$ cat config.mk
export PLATFORM = sky130hd
export DESIGN_NAME = wb_mem_arbiter
export DESIGN_NICKNAME = d
export VERILOG_FILES = /design/src/rtl/wb_mem_arbiter.sv
export SDC_FILE = /design/constraint.sdc
export NUM_CORES = 1
export LEC_CHECK = 0
export CAP_MARGIN = 5
export CELL_PAD_IN_SITES_DETAIL_PLACEMENT = 1
export CELL_PAD_IN_SITES_GLOBAL_PLACEMENT = 1
export CORE_MARGIN = 2
export CORE_UTILIZATION = 32
export CTS_CLUSTER_DIAMETER = 200
export CTS_CLUSTER_SIZE = 40
export DETAILED_ROUTE_END_ITERATION = 12
export PLACE_DENSITY = 0.83
export SLEW_MARGIN = 20
export SYNTH_ARGS = -nofsm -noshare
export SYNTH_HDL_FRONTEND = slang
export SYNTH_SLANG_ARGS = --single-unit
$ cat constraint.sdc
create_clock -name clk -period 2.1 [get_ports clk]
set_input_delay 0.315 -clock clk [delete_from_list [all_inputs] [get_ports clk]]
set_output_delay 0.315 -clock clk [all_outputs]
set_load 0.02 [all_outputs]
$ cat src/rtl/wb_mem_arbiter.sv
// Two-port (instruction/data) round-robin arbiter onto one Wishbone-classic memory bus.
// Optional ack timeout is compiled in with `define ARBITER_TIMEOUT_EN.
module wb_mem_arbiter #(
  parameter int ADDR_WIDTH     = 32,
  parameter int DATA_WIDTH     = 32,
  parameter int TIMEOUT_CYCLES = 255
) (
  input  logic                    clk,
  input  logic                    rst_n,
  // instruction port (read only)
  input  logic                    i_stb_i,
  input  logic [ADDR_WIDTH-1:0]   i_addr_i,
  output logic [DATA_WIDTH-1:0]   i_data_o,
  output logic                    i_ack_o,
  output logic                    i_err_o,
  // data port
  input  logic                    d_stb_i,
  input  logic                    d_we_i,
  input  logic [DATA_WIDTH/8-1:0] d_sel_i,
  input  logic [ADDR_WIDTH-1:0]   d_addr_i,
  input  logic [DATA_WIDTH-1:0]   d_data_i,
  output logic [DATA_WIDTH-1:0]   d_data_o,
  output logic                    d_ack_o,
  output logic                    d_err_o,
  // shared memory bus
  output logic                    m_cyc_o,
  output logic                    m_stb_o,
  output logic                    m_we_o,
  output logic [DATA_WIDTH/8-1:0] m_sel_o,
  output logic [ADDR_WIDTH-1:0]   m_addr_o,
  output logic [DATA_WIDTH-1:0]   m_data_o,
  input  logic [DATA_WIDTH-1:0]   m_data_i,
  input  logic                    m_ack_i,
  // arbiter state for observation
  output logic [1:0]              fsm_state
);

  // Handshake: a port raises stb with stable request fields and holds them until
  // its ack or err pulse; each grant yields exactly one bus cycle (cyc=stb) that
  // ends on the first m_ack_i (or timeout).

  localparam int CW = $clog2(TIMEOUT_CYCLES + 1);
  localparam logic [CW-1:0] TO_LAST = CW'(TIMEOUT_CYCLES - 1);
`ifdef ARBITER_TIMEOUT_EN
  localparam bit TO_EN = 1'b1;
`else
  localparam bit TO_EN = 1'b0;
`endif

  typedef enum logic [1:0] {
    IDLE   = 2'd0,
    BUSY_I = 2'd1,
    BUSY_D = 2'd2
  } state_t;

  state_t          state_q, state_d;
  logic            prio_d_q;
  logic            i_req, d_req, grant_i, grant_d, timeout;
  logic [CW-1:0]   to_cnt_q;
  logic            i_ack_q, d_ack_q, i_err_q, d_err_q, cyc_q;

  assign fsm_state = state_q;

  always_ff @(posedge clk or negedge rst_n) begin
    if (!rst_n) state_q <= IDLE;
    else        state_q <= state_d;
  end

  // A port still seeing its own completion pulse is masked so its held stb
  // is not mistaken for a fresh request.
  always_comb begin
    i_req   = i_stb_i & ~i_ack_q & ~i_err_q;
    d_req   = d_stb_i & ~d_ack_q & ~d_err_q;
    grant_i = 1'b0;
    grant_d = 1'b0;
    timeout = 1'b0;
    state_d = state_q;
    case (state_q)
      IDLE: begin
        if (d_req && (!i_req || prio_d_q)) begin
          grant_d = 1'b1;
          state_d = BUSY_D;
        end else if (i_req) begin
          grant_i = 1'b1;
          state_d = BUSY_I;
        end
      end
      BUSY_I, BUSY_D: begin
        timeout = TO_EN && !m_ack_i && (to_cnt_q == TO_LAST);
        if (m_ack_i || timeout) state_d = IDLE;
      end
      default: state_d = IDLE;
    endcase
  end

  always_ff @(posedge clk or negedge rst_n) begin
    if (!rst_n) begin
      prio_d_q <= 1'b1;
      cyc_q    <= 1'b0;
      m_we_o   <= 1'b0;
      m_sel_o  <= '0;
      m_addr_o <= '0;
      m_data_o <= '0;
      i_ack_q  <= 1'b0;
      d_ack_q  <= 1'b0;
      i_err_q  <= 1'b0;
      d_err_q  <= 1'b0;
      i_data_o <= '0;
      d_data_o <= '0;
      to_cnt_q <= '0;
    end else begin
      i_ack_q <= 1'b0;
      d_ack_q <= 1'b0;
      i_err_q <= 1'b0;
      d_err_q <= 1'b0;
      if (grant_i) begin
        cyc_q    <= 1'b1;
        m_we_o   <= 1'b0;
        m_sel_o  <= '1;
        m_addr_o <= i_addr_i;
        m_data_o <= '0;
        prio_d_q <= 1'b1;
        to_cnt_q <= '0;
      end
      if (grant_d) begin
        cyc_q    <= 1'b1;
        m_we_o   <= d_we_i;
        m_sel_o  <= d_sel_i;
        m_addr_o <= d_addr_i;
        m_data_o <= d_data_i;
        prio_d_q <= 1'b0;
        to_cnt_q <= '0;
      end
      if (state_q != IDLE) begin
        if (m_ack_i) begin
          cyc_q <= 1'b0;
          // A requester that walked away still lets the bus cycle finish, silently.
          if (state_q == BUSY_I && i_stb_i) begin
            i_ack_q  <= 1'b1;
            i_data_o <= m_data_i;
          end
          if (state_q == BUSY_D && d_stb_i) begin
            d_ack_q  <= 1'b1;
            d_data_o <= m_data_i;
          end
        end else if (timeout) begin
          cyc_q   <= 1'b0;
          i_err_q <= (state_q == BUSY_I);
          d_err_q <= (state_q == BUSY_D);
        end else begin
          to_cnt_q <= to_cnt_q + CW'(1);
        end
      end
    end
  end

  assign m_cyc_o = cyc_q;
  assign m_stb_o = cyc_q;
  assign i_ack_o = i_ack_q;
  assign d_ack_o = d_ack_q;
  assign i_err_o = i_err_q;
  assign d_err_o = d_err_q;

endmodule
==> qor.csv <==
stage,metric,value,unit
floorplanning,die_area,19800,um2
logic_synthesis,most_common_cell,dfrtp_1,
final_layout,diodes,0,
final_timing,drv_slew,0,
grt,grt_pass1_vias,5625,
setup_path,cp.depth,2,
setup_path,crit_fanout,25,
detailed_routing,drt_first_iter_violations,172,
final_timing,fin_skew,7.74,ps
logic_synthesis,synthArstFlopShare,100,%
grt,antenna_found_initial,0,
clock_tree,root_buffer,clkbuf_16,
final_layout,nets,863,
power_and_ir_drop,p_comb,7.55,mW
placement,post-dp-hpwl,15000,um
logic_synthesis,ys_warn_count,0,
floorplanning,ios,279,
hold_path,hold_class,primary input to async pin,
logic_synthesis,ys_types,31,
power_and_ir_drop,pg_clk,2.94,mW
setup_path,endpoint,d_ack_o,
outcome,status,finished clean,
logic_synthesis,netlist_area,5990,um2
power_and_ir_drop,switching_share,38.4,%
logic_synthesis,yosysTopAreaCell,dfrtp_1,
final_timing,rsz0062_at_grt,no,
grt,use_met2,35.7,%
floorplanning,die_w,141,um
logic_synthesis,ys_area,5990,um2
floorplanning,initCoreUtil,32.3,%
flow_run,max_cap_violations,0,
final_timing,tns,0,ps
clock_tree,cts_buffers,17,
setup_path,reg2reg_to,m_data_o[14],
logic_synthesis,synth.top_cell.area_share,57.7,%
grt,grt_overflow,0,
setup_path,path_delay_family,buffers and inverters,
final_timing,finalClockPeriodUsage,94.8,%
setup_path,critical_path_required,1780,ps
final_timing,hold_violations,0,
setup_path,crit_buf_inv,2,
power_and_ir_drop,finalPower,15.3,mW
detailed_routing,drt-met1-wl,8280,um
placement,dp_slack,133,ps
setup_path,rr_worst_depth,6,
final_layout,area_delta_synth_final,61.2,%
detailed_routing,wl_met2,10400,um
final_timing,worst_slack,108,ps
final_layout,final_cell_mix,"clkdlybuf4s50_1 (275), dfrtp_1 (138), mux2_2 (64), o2bb2ai_1 (33), a22o_1 (33)",
detailed_routing,ant_nets,0,
clock_tree,clk_path_buf_depth,2,
flow_run,warning_count,28,
clock_tree,path_clk_slew,60,ps
setup_path,reg2reg_slack,230,ps
final_timing,fmax,502,MHz
power_and_ir_drop,p_int,9.43,mW
logic_synthesis,synth_flops,139,
grt,grt_pass1_wl,32200,um
logic_synthesis,yosysSeqAreaShare,58.1,%
clock_tree,cts_tree,yes,
power_and_ir_drop,p_switching,5.88,mW
setup_path,path_cells,"buf_4, clkdlybuf4s50_1",
final_timing,hold-worst-slack,344,ps
final_layout,drive_gt1_share,17.7,%
setup_path,max_stage_delay,650,ps
setup_path,worst_setup_path_start_kind,register,
detailed_routing,drc,0,
power_and_ir_drop,clockPowerShare,19.2,%
placement,io_buffers,276,
final_timing,post-route-min-period,1990,ps
power_and_ir_drop,seqPwrFrac,31.5,%
setup_path,cp-end-kind,primary output,
placement,placed_cells,936,
[logic make-up after synthesis]
group / Yosys count / share of synthesized area (%)
AND-OR/OR-AND: 141 / 18.4
adder cells (fa/ha/maj): 3 / 0.627
buffers and inverters: 56 / 4.68
flip-flops: 139 / 58.1
multiplexers: 64 / 12.0
other: 1 / 0.0626
AND/OR/NAND/NOR: 46 / 6.06
[layout make-up]
cell class	count	share of cell area [%]
clock buffers	17	4.41
clock inverters	15	1.57
well taps	234	3.03
inverters	7	0.272
multi-input cells	256	23.6
flip-flops and latches	139	36.0
repair buffers	301	31.1
[what timing repair did]
item                      CTS  global route
setup buffers               0             0
hold buffers                1             0
resized                     0             0
hold endpoints to repair   26             0
Fig. 1: cell classes on the final placement
Scale bar: 50 um.
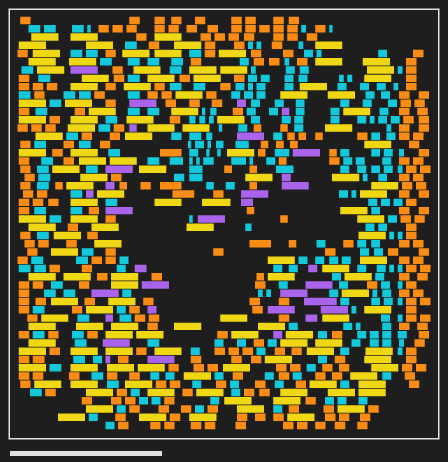
class	colour	cells	share of their area
remaining buffers and delay cells	orange	301	32%
registers	yellow	139	37%
clock drivers and dummy loads	purple	32	6.2%
remaining logic cells	cyan	263	25%
Core ar.: 18,500 um2
Finished Cell Area: 9650 um2
Seq/total area: 36.0%
FP Rows: 50
final core area utilization: 52.1%

Fig. 2: where the registers sit
Scale bar: 50 um. Other sequential cells in the stronger grey, the rest of the logic in the fainter grey.
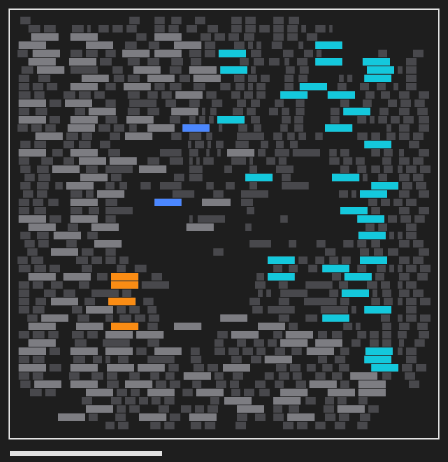
name in the netlist	colour	flops
`m_sel_o`	orange	4
`m_addr_o`	cyan	32
`fsm_state`	blue	2
not coloured	101
FF+latch area: 3480 um2
seq pwr: 4.82 mW

Fig. 3: routing congestion
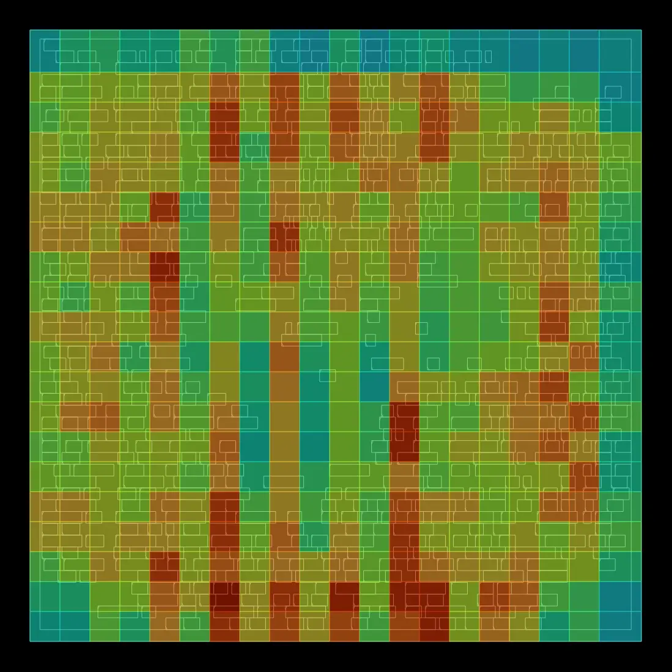
grt peak-use layer: met2
met3 Use GR: 6.62%

Fig. 4: signal wires by layer
Scale bar: 50 um. Only two layers are drawn.
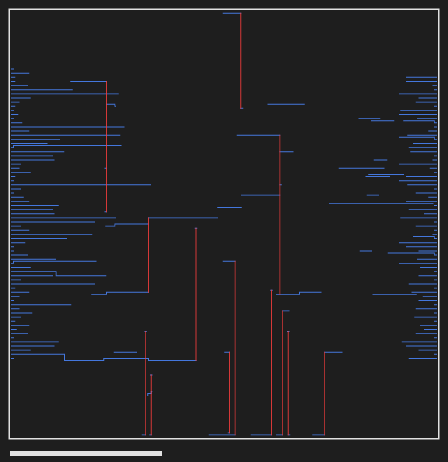
layer	colour	wire length
M3	blue	1,520 um
M4	red	481 um
Wirelength per Cell: 21.3 um
via count: 5,102
DRT Wirelength: 20,600 um
Tot GR Track Use: 20.9%

Fig. 5: selected gate families
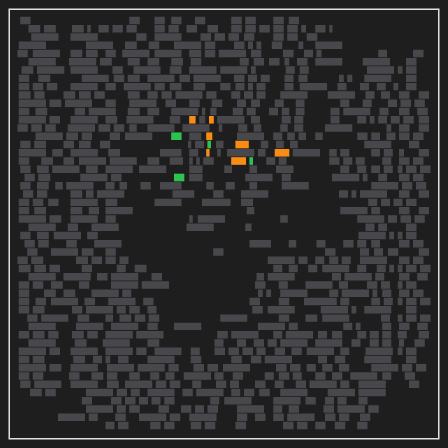
family	colour	cells
nor cells	orange	7
nand cells	green	4
most common logic cell in the routed design: clkdlybuf4s50_1
Comb area share: 23.6%
fin cells: 969

Power is estimated from default activity; no workload was simulated.
